**Run 1: track usage over the die**

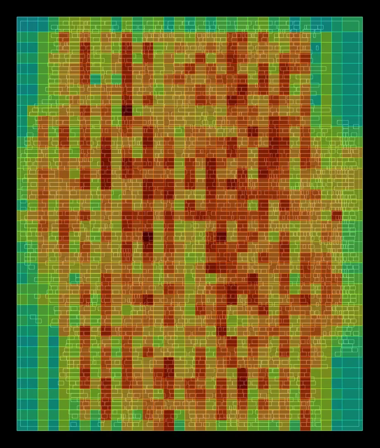
**Run 1: gate-type map**

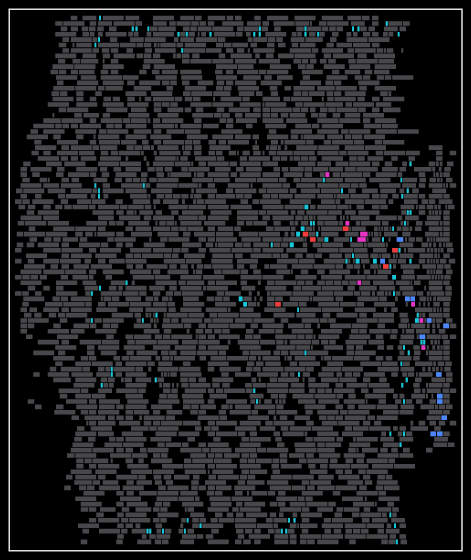
**Run 1: the metal 3 layer**

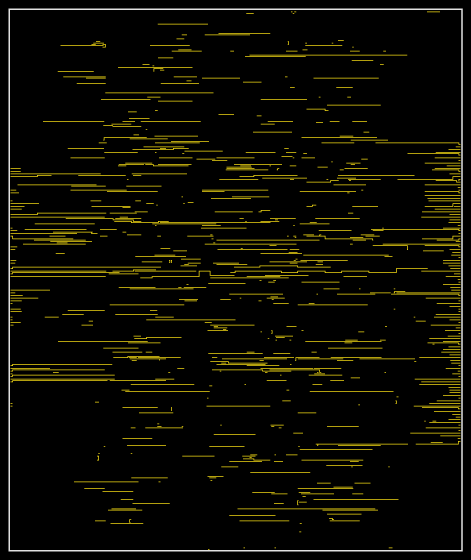
==> config.mk <==
export PLATFORM = sky130hd
export DESIGN_NAME = ls_mem_sched_flat
export DESIGN_NICKNAME = d
export VERILOG_FILES = /design/src/rtl/ls_mem_sched_if.sv /design/src/rtl/ls_mem_sched.sv /design/src/flat_wrapper.sv
export SDC_FILE = /design/constraint.sdc
export NUM_CORES = 1
export LEC_CHECK = 0
export CAP_MARGIN = 40
export CORE_ASPECT_RATIO = 1.2
export CORE_MARGIN = 2
export CORE_UTILIZATION = 55
export DETAILED_ROUTE_END_ITERATION = 7
export GPL_TIMING_DRIVEN = 0
export PLACE_DENSITY = 0.77
export SLEW_MARGIN = 20
export SYNTH_ARGS = -nofsm -noshare
export SYNTH_HDL_FRONTEND = slang
export SYNTH_SLANG_ARGS = --single-unit
==> constraint.sdc <==
create_clock -name clk_i -period 10.85 [get_ports clk_i]
set_input_delay 2.17 -clock clk_i [delete_from_list [all_inputs] [get_ports clk_i]]
set_output_delay 2.17 -clock clk_i [all_outputs]
set_load 0.01 [all_outputs]
==> src/rtl/ls_mem_sched_if.sv <==
// Purpose: bundles the two decode enqueue slots, the data-memory request/ack
//   port and the completion/occupancy outputs of ls_mem_sched.
// Ports: master = scheduler side, slave = decode + memory + writeback side.
interface ls_mem_sched_if #(
  parameter int DEPTH      = 8,
  parameter int TAG_WIDTH  = 5,
  parameter int ADDR_WIDTH = 32,
  parameter int DATA_WIDTH = 32
);
  localparam int CW = $clog2(DEPTH) + 1;

  // decode slots
  logic                  ls_valid1_i;
  logic [2:0]            ls_type1_i;
  logic [TAG_WIDTH-1:0]  tag1_i;
  logic [ADDR_WIDTH-1:0] addr1_i;
  logic [DATA_WIDTH-1:0] wdata1_i;
  logic                  ls_valid2_i;
  logic [2:0]            ls_type2_i;
  logic [TAG_WIDTH-1:0]  tag2_i;
  logic [ADDR_WIDTH-1:0] addr2_i;
  logic [DATA_WIDTH-1:0] wdata2_i;
  logic                  ready_o;
  // memory port
  logic                  mem_req_o;
  logic                  mem_we_o;
  logic [1:0]            mem_size_o;
  logic [ADDR_WIDTH-1:0] mem_addr_o;
  logic [DATA_WIDTH-1:0] mem_wdata_o;
  logic                  mem_ack_i;
  logic [DATA_WIDTH-1:0] mem_rdata_i;
  // completion
  logic                  done_valid_o;
  logic [TAG_WIDTH-1:0]  done_tag_o;
  logic [DATA_WIDTH-1:0] done_rdata_o;
  logic [CW-1:0]         count_o;

  modport master (
    input  ls_valid1_i, ls_type1_i, tag1_i, addr1_i, wdata1_i,
    input  ls_valid2_i, ls_type2_i, tag2_i, addr2_i, wdata2_i,
    output ready_o,
    output mem_req_o, mem_we_o, mem_size_o, mem_addr_o, mem_wdata_o,
    input  mem_ack_i, mem_rdata_i,
    output done_valid_o, done_tag_o, done_rdata_o, count_o
  );

  modport slave (
    output ls_valid1_i, ls_type1_i, tag1_i, addr1_i, wdata1_i,
    output ls_valid2_i, ls_type2_i, tag2_i, addr2_i, wdata2_i,
    input  ready_o,
    input  mem_req_o, mem_we_o, mem_size_o, mem_addr_o, mem_wdata_o,
    output mem_ack_i, mem_rdata_i,
    input  done_valid_o, done_tag_o, done_rdata_o, count_o
  );
endinterface

==> src/rtl/ls_mem_sched.sv <==
// Purpose: in-order load/store queue feeding one data-memory port; returns
//   tagged, sign-extended load data (0 for stores) one cycle after each ack.
// Latency: enqueue into empty queue -> mem_req_o two edges later; one op per 2 cycles max.
// Backpressure: ready_o=0 when fewer than two free entries; a pair offered then is dropped whole.
// Ports: clk_i, rst_i (sync, active-high); bus = ls_mem_sched_if.master.
module ls_mem_sched #(
  parameter int DEPTH      = 8,
  parameter int TAG_WIDTH  = 5,
  parameter int ADDR_WIDTH = 32,
  parameter int DATA_WIDTH = 32
) (
  input  logic            clk_i,
  input  logic            rst_i,
  ls_mem_sched_if.master  bus
);
  localparam int PW = $clog2(DEPTH);
  localparam int CW = PW + 1;

  typedef enum logic {IDLE, BUSY} state_t;

  state_t state, state_next;

  logic [2:0]            q_type  [DEPTH];
  logic [TAG_WIDTH-1:0]  q_tag   [DEPTH];
  logic [ADDR_WIDTH-1:0] q_addr  [DEPTH];
  logic [DATA_WIDTH-1:0] q_wdata [DEPTH];

  logic [PW-1:0] head, tail, slot2_idx;
  logic [CW-1:0] count, n_wr;
  logic          ready, wr1, wr2, issue, pop;
  logic [2:0]    head_type;
  logic [1:0]    head_size;
  logic [DATA_WIDTH-1:0] ext_rdata;

  logic                  mem_req, mem_we;
  logic [1:0]            mem_size;
  logic [ADDR_WIDTH-1:0] mem_addr;
  logic [DATA_WIDTH-1:0] mem_wdata;
  logic                  done_valid;
  logic [TAG_WIDTH-1:0]  done_tag;
  logic [DATA_WIDTH-1:0] done_rdata;

  assign ready = (count <= CW'(DEPTH - 2));

  // Type 111 is a decode bubble, not an op; it never takes an entry.
  assign wr1  = ready && bus.ls_valid1_i && (bus.ls_type1_i != 3'b111);
  assign wr2  = ready && bus.ls_valid2_i && (bus.ls_type2_i != 3'b111);
  assign n_wr = CW'(wr1) + CW'(wr2);
  // Slot 2 packs down to tail when slot 1 writes nothing, keeping the queue dense.
  assign slot2_idx = wr1 ? tail + PW'(1) : tail;

  assign head_type = q_type[head];

  always_comb begin
    head_size = 2'b10;
    case (head_type[1:0])
      2'b01:   head_size = 2'b01;
      2'b10:   head_size = 2'b00;
      default: head_size = 2'b10;
    endcase
  end

  always_comb begin
    ext_rdata = '0;
    case (head_type)
      3'b000:  ext_rdata = bus.mem_rdata_i;
      3'b001:  ext_rdata = {{(DATA_WIDTH-16){bus.mem_rdata_i[15]}}, bus.mem_rdata_i[15:0]};
      3'b010:  ext_rdata = {{(DATA_WIDTH-8){bus.mem_rdata_i[7]}}, bus.mem_rdata_i[7:0]};
      default: ext_rdata = '0;
    endcase
  end

  // FSM: IDLE launches the head entry, BUSY waits for the ack and pops.
  always_ff @(posedge clk_i) begin
    if (rst_i) state <= IDLE;
    else       state <= state_next;
  end

  always_comb begin
    state_next = state;
    issue      = 1'b0;
    pop        = 1'b0;
    case (state)
      IDLE: if (count != '0) begin
        state_next = BUSY;
        issue      = 1'b1;
      end
      BUSY: if (bus.mem_ack_i) begin
        state_next = IDLE;
        pop        = 1'b1;
      end
      default: state_next = IDLE;
    endcase
  end

  // Entry storage carries no reset; validity is tracked by head/tail/count.
  always_ff @(posedge clk_i) begin
    if (!rst_i && wr1) begin
      q_type[tail]  <= bus.ls_type1_i;
      q_tag[tail]   <= bus.tag1_i;
      q_addr[tail]  <= bus.addr1_i;
      q_wdata[tail] <= bus.wdata1_i;
    end
    if (!rst_i && wr2) begin
      q_type[slot2_idx]  <= bus.ls_type2_i;
      q_tag[slot2_idx]   <= bus.tag2_i;
      q_addr[slot2_idx]  <= bus.addr2_i;
      q_wdata[slot2_idx] <= bus.wdata2_i;
    end
  end

  always_ff @(posedge clk_i) begin
    if (rst_i) begin
      head  <= '0;
      tail  <= '0;
      count <= '0;
    end else begin
      head  <= head + PW'(pop);
      tail  <= tail + PW'(n_wr);
      count <= count + n_wr - CW'(pop);
    end
  end

  always_ff @(posedge clk_i) begin
    if (rst_i) begin
      mem_req   <= 1'b0;
      mem_we    <= 1'b0;
      mem_size  <= 2'b00;
      mem_addr  <= '0;
      mem_wdata <= '0;
    end else if (issue) begin
      mem_req   <= 1'b1;
      mem_we    <= head_type[2];
      mem_size  <= head_size;
      mem_addr  <= q_addr[head];
      mem_wdata <= q_wdata[head];
    end else if (pop) begin
      mem_req   <= 1'b0;
    end
  end

  always_ff @(posedge clk_i) begin
    if (rst_i) begin
      done_valid <= 1'b0;
      done_tag   <= '0;
      done_rdata <= '0;
    end else begin
      done_valid <= pop;
      if (pop) begin
        done_tag   <= q_tag[head];
        done_rdata <= ext_rdata;
      end
    end
  end

  assign bus.ready_o      = ready;
  assign bus.count_o      = count;
  assign bus.mem_req_o    = mem_req;
  assign bus.mem_we_o     = mem_we;
  assign bus.mem_size_o   = mem_size;
  assign bus.mem_addr_o   = mem_addr;
  assign bus.mem_wdata_o  = mem_wdata;
  assign bus.done_valid_o = done_valid;
  assign bus.done_tag_o   = done_tag;
  assign bus.done_rdata_o = done_rdata;
endmodule

==> src/flat_wrapper.sv <==
// flat-port wrapper written by rule: the top's interface ports become plain ports
module ls_mem_sched_flat 
#(
  parameter int DEPTH      = 8,
  parameter int TAG_WIDTH  = 5,
  parameter int ADDR_WIDTH = 32,
  parameter int DATA_WIDTH = 32
)
  (clk_i, rst_i, bus_ls_valid1_i, bus_ls_type1_i, bus_tag1_i, bus_addr1_i, bus_wdata1_i, bus_ls_valid2_i, bus_ls_type2_i, bus_tag2_i, bus_addr2_i, bus_wdata2_i, bus_ready_o, bus_mem_req_o, bus_mem_we_o, bus_mem_size_o, bus_mem_addr_o, bus_mem_wdata_o, bus_mem_ack_i, bus_mem_rdata_i, bus_done_valid_o, bus_done_tag_o, bus_done_rdata_o, bus_count_o);
  ls_mem_sched_if #(.DEPTH(DEPTH), .TAG_WIDTH(TAG_WIDTH), .ADDR_WIDTH(ADDR_WIDTH), .DATA_WIDTH(DATA_WIDTH)) bus_i ();
  input  logic clk_i;
  input  logic rst_i;
  input wire logic [$bits(bus_i.ls_valid1_i)-1:0] bus_ls_valid1_i;
  input wire logic [$bits(bus_i.ls_type1_i)-1:0] bus_ls_type1_i;
  input wire logic [$bits(bus_i.tag1_i)-1:0] bus_tag1_i;
  input wire logic [$bits(bus_i.addr1_i)-1:0] bus_addr1_i;
  input wire logic [$bits(bus_i.wdata1_i)-1:0] bus_wdata1_i;
  input wire logic [$bits(bus_i.ls_valid2_i)-1:0] bus_ls_valid2_i;
  input wire logic [$bits(bus_i.ls_type2_i)-1:0] bus_ls_type2_i;
  input wire logic [$bits(bus_i.tag2_i)-1:0] bus_tag2_i;
  input wire logic [$bits(bus_i.addr2_i)-1:0] bus_addr2_i;
  input wire logic [$bits(bus_i.wdata2_i)-1:0] bus_wdata2_i;
  output wire logic [$bits(bus_i.ready_o)-1:0] bus_ready_o;
  output wire logic [$bits(bus_i.mem_req_o)-1:0] bus_mem_req_o;
  output wire logic [$bits(bus_i.mem_we_o)-1:0] bus_mem_we_o;
  output wire logic [$bits(bus_i.mem_size_o)-1:0] bus_mem_size_o;
  output wire logic [$bits(bus_i.mem_addr_o)-1:0] bus_mem_addr_o;
  output wire logic [$bits(bus_i.mem_wdata_o)-1:0] bus_mem_wdata_o;
  input wire logic [$bits(bus_i.mem_ack_i)-1:0] bus_mem_ack_i;
  input wire logic [$bits(bus_i.mem_rdata_i)-1:0] bus_mem_rdata_i;
  output wire logic [$bits(bus_i.done_valid_o)-1:0] bus_done_valid_o;
  output wire logic [$bits(bus_i.done_tag_o)-1:0] bus_done_tag_o;
  output wire logic [$bits(bus_i.done_rdata_o)-1:0] bus_done_rdata_o;
  output wire logic [$bits(bus_i.count_o)-1:0] bus_count_o;
  assign bus_i.ls_valid1_i = bus_ls_valid1_i;
  assign bus_i.ls_type1_i = bus_ls_type1_i;
  assign bus_i.tag1_i = bus_tag1_i;
  assign bus_i.addr1_i = bus_addr1_i;
  assign bus_i.wdata1_i = bus_wdata1_i;
  assign bus_i.ls_valid2_i = bus_ls_valid2_i;
  assign bus_i.ls_type2_i = bus_ls_type2_i;
  assign bus_i.tag2_i = bus_tag2_i;
  assign bus_i.addr2_i = bus_addr2_i;
  assign bus_i.wdata2_i = bus_wdata2_i;
  assign bus_ready_o = bus_i.ready_o;
  assign bus_mem_req_o = bus_i.mem_req_o;
  assign bus_mem_we_o = bus_i.mem_we_o;
  assign bus_mem_size_o = bus_i.mem_size_o;
  assign bus_mem_addr_o = bus_i.mem_addr_o;
  assign bus_mem_wdata_o = bus_i.mem_wdata_o;
  assign bus_i.mem_ack_i = bus_mem_ack_i;
  assign bus_i.mem_rdata_i = bus_mem_rdata_i;
  assign bus_done_valid_o = bus_i.done_valid_o;
  assign bus_done_tag_o = bus_i.done_tag_o;
  assign bus_done_rdata_o = bus_i.done_rdata_o;
  assign bus_count_o = bus_i.count_o;
  ls_mem_sched #(.DEPTH(DEPTH), .TAG_WIDTH(TAG_WIDTH), .ADDR_WIDTH(ADDR_WIDTH), .DATA_WIDTH(DATA_WIDTH)) u_core (.clk_i(clk_i), .rst_i(rst_i), .bus(bus_i));
endmodule
==> impl_metrics.csv, run 1 <==
group,metric,value,unit
sta,slew_viol_final,0,
sta,hold_viol_final,0,
setup_path,slowest_stage,"clkdlybuf4s50_1",
die,die_w,227.3,um
place,dp_hpwl,61.72,mm
die,fp_util,0.5546,
grt,grt_pass1_wl,135.6,mm
logic_synthesis,synth_cell_type_count,39,
detailed_routing,routed_wl,92.84,mm
detailed_routing,ant_nets,0,
setup_path,critPathLaunchType,"input port",
logic_synthesis,yosys_warnings,0,
logic_synthesis,syn_inst,1963,
outcome,status,"finished, final reports clean",
setup_path,crit_type,"input port to register",
logic_synthesis,top_cell,"edfxtp_1",
detailed_routing,drc,0,
detailed_routing,first_iter_violations,1988,
sta,rsz0062_at_grt,"no",
cts,holdBufCountCts,0,
hold_path,holdPathStages,2,
logic_synthesis,syn_area,32910,um^2
setup_path,path_cells,"clkdlybuf4s50_1 -> nand3_1 -> nand2_1 -> and4bb_2 -> nand2_2 -> buf_2 -> o21ai_4 -> buf_16 -> buf_16 -> buf_16 -> buf_16",
setup_path,critical_path_buf_inv_count,6,
setup_path,crit_top_cell,"buf_16",
place,gp_congestion,0.7817,
power_and_ir_drop,p_leak,13.21,nW
die,row_count,98,
setup_path,end_kind,"register",
cells_and_area,layout-drive-gt1-share,0.3366,
logic_synthesis,yosysChipArea,32910,um^2
logic_synthesis,synth_area_per_cell,16.77,um^2
hold_path,hp-class,"register to register",
sta,setup_tns,0,ps
cts,cts_setup_buffers,0,
die,die_area,61830,um^2
die,dieHeight,272.0,um
grt,grt_overflow_total,0,
logic_synthesis,ff_type,"edfxtp_1",
sta,skew,22.81,ps
logic_synthesis,yosysCellCount,1963,
cells_and_area,nets,2570,
logic_synthesis,common_cells,"576 x edfxtp_1, 427 x mux2_2, 149 x mux2_1",
sta,setup_viol,0,
setup_path,cp.required,11200,ps
grt,grt_pass1_vias,21160,
detailed_routing,viasPerCell,6.258,
logic_synthesis,numSynthFlops,693,
sta,min_period,5037,ps
job,warnings,30,
die,core,59350,um^2
power_and_ir_drop,p_total,8.017,mW
logic_synthesis,edf_count,576,
logic_synthesis,largest_area_cell,"edfxtp_1",
setup_path,path_max_fanout,14,
setup_path,worstReg2RegEnd,"u_core.bus.done_rdata_o[7]",
logic_synthesis,fp_nets,2162,
cts,clock_path_buffers,3,
setup_path,cpPeakStageDelay,710,ps
cells_and_area,area_growth,22.34,%
power_and_ir_drop,p_per_area,199.1,nW/um^2
detailed_routing,num_vias,20290,
About 'track usage over the die':
M2 GR Usage: 0.5087
final core occ: 0.6785
global-route usage over all layers: 0.3028
gr busiest metal: met2

About 'gate-type map':
[magenta] AND and OR gates | cells: 8 | where: middle right
[red] XOR/XNOR gates | cells: 6 | most used: xnor2_1
[cyan] NOR gates | cells: 97 | most used: nor2_1 | where: all over the die
[blue] AND-OR and OR-AND gates | cells: 13 | most used: a22o_1

About 'the metal 3 layer':
longest straight run: 79.1 um
nets with wire on the layer: 391
share of all routed wire: 8.3%
main direction: horizontal
wire length on this layer: 7,750 um

-- run 1: registers in the layout, indices dropped and copies added, names as in the netlist --
name / count
u_core.bus.count_o: 4
u_core.bus.done_rdata_o: 32
u_core.bus.done_tag_o: 5
u_core.bus.done_valid_o: 1
u_core.bus.mem_addr_o: 32
u_core.bus.mem_req_o: 1
u_core.bus.mem_size_o: 2
u_core.bus.mem_wdata_o: 32
u_core.bus.mem_we_o: 1
u_core.head: 3
u_core.q_addr: 256
u_core.q_tag: 40
u_core.q_type: 24
u_core.q_wdata: 256
u_core.state: 1
u_core.tail: 3
-- run 1: area by class of cell --
type / count / area [um^2] / area share
inverters: 16 / 60.06 / 0.001491
plain buffers: 138 / 808.3 / 0.02007
clock inverters: 33 / 319.1 / 0.007923
clock buffers: 94 / 1903 / 0.04726
flip-flops and latches: 693 / 19640 / 0.4877
multi-input cells: 1116 / 12510 / 0.3108
repair buffers: 337 / 3986 / 0.09900
diodes: 15 / 37.54 / 0.0009322
well taps: 800 / 1001 / 0.02486
-- run 1: cells in the final DEF, fill, tap and decap left out, drive strengths merged, types with 4 or more instances in the layout --
cell type	count
edfxtp	576
mux2	576
clkdlybuf4s50	288
clkbuf	145
mux4	144
buf	136
dfxtp	117
nor2	86
mux2i	77
a211oi	72
nand2	39
o21ai	29
a21oi	26
inv	21
clkinv	21
ha	16
diode	15
nor2b	11
a22o	8
bufinv	6
xnor2	4
o21bai	4
-- run 1: cells by family (layout without fill, tap and decap cells) --
kind of cell / after synthesis / count (layout) / share of synthesized area
DFF: 693 / 693 / 0.5967
AOI/OAI and AO/OA: 144 / 144 / 0.02942
buffers and inverters: 154 / 618 / 0.02623
muxes: 797 / 797 / 0.3190
xor gates and xnor gates: 6 / 6 / 0.001597
other: 0 / 15 / 0
and+or+nand+nor: 151 / 151 / 0.01977
adders and majority gates: 18 / 18 / 0.007299
-- run 1: worst max-delay path by stage --
stage	from	endpoint
floorplan	bus_ls_type1_i[1]	u_core.q_addr[3][0]
global placement	rst_i	u_core.q_addr[6][16]
detailed placement	bus_ls_type2_i[2]	u_core.q_addr[6][16]
CTS	bus_ls_type2_i[2]	u_core.q_addr[6][17]
global route	bus_ls_type2_i[2]	u_core.q_addr[6][14]
finish	bus_ls_type2_i[2]	u_core.q_addr[6][16]
-- run 1: power by group --
| part | total, mW | leakage [nW] | switching (mW) | internal, mW |
|---|---|---|---|---|
| clock | 2.40 | 1.08 | 1.03 | 1.38 |
| combinational | 2.17 | 5.95 | 1.15 | 1.03 |
| sequential | 3.44 | 6.18 | 0.150 | 3.29 |
| total | 8.02 | 13.2 | 2.32 | 5.69 |
-- run 1: stage by stage --
stage               cell area, um^2  std cells  setup WS, ps
global placement              36800       3051         -4312
global route                  40260       3240          5807
floorplan                     32910       1963          2302
CTS                           40180       3223          5886
finish                        40270       3242          5813
detailed placement            37960       3096          5251
-- run 1: routing by layer --
metal,vias up,share of wire,global-route usage,wire (um)
met3,222,0.083,0.05469,7745
met5,-,0.0010,0,95
met4,14,0.041,0.1479,3760
met1,10380,0.37,0.3788,34280
met2,998,0.51,0.5087,46960
li1,8671,-,-,-
## Run 2: what changed since run 1
clock period = 4.95 ns   (was 10.85 ns; I/O delays follow)
**Run 2: the metal 3 layer**

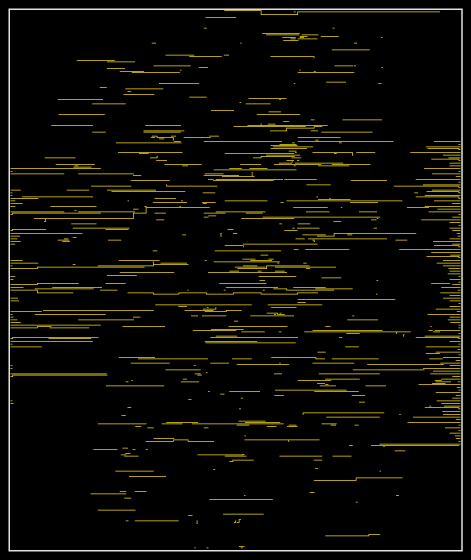
share of all routed wire: 7.7%
main direction: horizontal
nets with wire on the layer: 368
longest straight run: 71.5 um

==> impl_metrics.csv, run 2 <==
group,metric,value,unit
cells_and_area,nets,2571,
sta,hold_viol_final,0,
setup_path,critPathLaunchType,"register",
place,dp_hpwl,62.17,mm
logic_synthesis,edf_count,576,
setup_path,cp.required,5500,ps
cells_and_area,postLayoutCellArea,40300,um^2
power_and_ir_drop,p_total,17.56,mW
logic_synthesis,aoi_share,0.02942,
logic_synthesis,yosysCellCount,1963,
die,row_count,98,
cts,cts_setup_buffers,0,
detailed_routing,drc,0,
cells_and_area,lay_top_count,"edfxtp_1",
grt,track_usage,0.3024,
logic_synthesis,syn_area,32910,um^2
place,dp.cells,3097,
setup_path,end_kind,"register",
sta,slew_viol_final,0,
power_and_ir_drop,p_leak,13.23,nW
logic_synthesis,common_cells,"576 x edfxtp_1, 427 x mux2_2, 149 x mux2_1",
logic_synthesis,synth_cell_type_count,39,
die,dieHeight,272.0,um
logic_synthesis,largest_area_cell,"edfxtp_1",
sta,setup_viol,0,
place,place_area,37990,um^2
die,core,59350,um^2
setup_path,crit_top_cell,"clkbuf_1",
logic_synthesis,synth_adder_area_share,0.007299,
logic_synthesis,mux_area_frac,0.3190,
logic_synthesis,ff_type,"edfxtp_1",
setup_path,path_max_fanout,10,
logic_synthesis,syn_inst,1963,
logic_synthesis,yosys_warnings,0,
sta,setup_tns,0,ps
outcome,status,"finished, final reports clean",
cells_and_area,layout-drive-gt1-share,0.3387,
logic_synthesis,top_cell,"edfxtp_1",
logic_synthesis,ys_sh_simple,0.01977,
setup_path,arrival,4820,ps
hold_path,hp-class,"register to register",
setup_path,slowest_stage,"clkbuf_1",
die,fp_util,0.5546,
cts,holdBufCountCts,0,
logic_synthesis,yosysChipArea,32910,um^2
die,die_w,227.3,um
logic_synthesis,synth_area_per_cell,16.77,um^2
power_and_ir_drop,p_per_area,435.7,nW/um^2
setup_path,path_cells,"clkbuf_1 -> buf_2 -> buf_2 -> mux2i_1 -> ha_1 -> clkbuf_1 -> or2_2 -> clkbuf_1 -> nor2_1 -> nor2_1 -> a22o_1",
setup_path,cpPeakStageDelay,660,ps
place,gp_congestion,0.7840,
sta,min_period,4271,ps
cells_and_area,reg_top3,"u_core.q_addr x256, u_core.q_wdata x256, u_core.q_tag x40",
grt,grt_pass1_vias,21320,
detailed_routing,first_iter_violations,2029,
cts,clock_path_buffers,3,
logic_synthesis,numSynthFlops,693,
logic_synthesis,synthTopLogicFamily,"multiplexers",
die,die_area,61830,um^2
detailed_routing,ant_nets,0,
job,warnings,31,
detailed_routing,viasPerCell,6.219,
detailed_routing,num_vias,20170,
**Run 2: met2 routing**

Bar = 50 um.
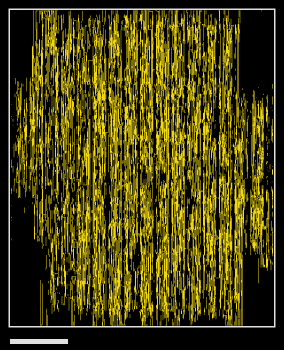
longest straight run: 112 um
main direction: vertical
nets with wire on the layer: 2,416
share of all routed wire: 52%
wire length on this layer: 48.0 mm

run 2: cell counts after synthesis:
No cell type changed its count.
run 2: path summary, 6_finish.rpt:
| check | endpoint | startpoint | slack, ps |
|---|---|---|---|
| max | u_core.bus.done_rdata_o[2] | u_core.head[2] | 680 |
| min | u_core.bus.done_rdata_o[30] | u_core.bus.done_rdata_o[30] | 460 |
| max reg2reg | u_core.bus.done_rdata_o[2] | u_core.head[2] | 680 |
| min reg2reg | u_core.bus.done_rdata_o[30] | u_core.bus.done_rdata_o[30] | 460 |
run 2: area by class of cell:
type / instances / area, um^2 / area share
clock inverter: 20 / 136.4 / 0.003384
tap: 800 / 1001 / 0.02483
sequential: 693 / 19640 / 0.4873
timing repair buffer: 337 / 4000 / 0.09925
inverter: 16 / 60.06 / 0.001490
buffer: 138 / 807.0 / 0.02002
multi-input combinational: 1116 / 12510 / 0.3105
clock buffer: 110 / 2116 / 0.05249
antenna: 13 / 32.53 / 0.0008071
run 2: kinds of logic (layout without fill, tap and decap cells):
group                    Yosys count  after routing
XOR/XNOR                           6              6
flip-flops                       693            693
adder cells (fa/ha/maj)           18             18
AND/OR/NAND/NOR                  151            151
AND-OR/OR-AND                    144            144
other                              0             13
multiplexers                     797            797
buffers and inverters            154            621
run 2: metal layers:
metal  global-route usage  up-vias  wire length (um)
met5                    0        -               167
met4               0.1259       26              2586
met3              0.06106      189              7158
met2               0.5153      897             48020
met1               0.3765    10400             35040
li1                     -     8654                 -
run 2: stage by stage:
step / setup slack (ps) / utilization / hold WS, ps
global route: 502.2 / 0.6791 / 485.4
floorplan: -626.2 / - / 454.8
CTS: 738.1 / 0.6780 / 463.9
global placement: -5185 / 0.6202 / 435.1
finish: 678.7 / 0.6791 / 462.1
detailed placement: 668.0 / 0.6401 / 448.1
run 2: worst reg2reg max path: cells and delay by family, from the launching register on:
| family | cells | cell delay (ps) |
|---|---|---|
| buffers and inverters | 5 | 2260 |
| and+or+nand+nor | 3 | 700 |
| muxes | 1 | 440 |
| DFF | 1 | 360 |
| AOI/OAI and AO/OA | 1 | 220 |
| adders and majority gates | 1 | 210 |
run 2: power breakdown:
part           switching [mW]  leakage (nW)  internal (mW)
Clock                    2.26          1.10           3.00
Sequential              0.331          6.18           7.21
Combinational            2.51          5.95           2.25
Total                    5.10          13.2           12.5
No activity file was given, so power comes from the tool's default toggle rates.
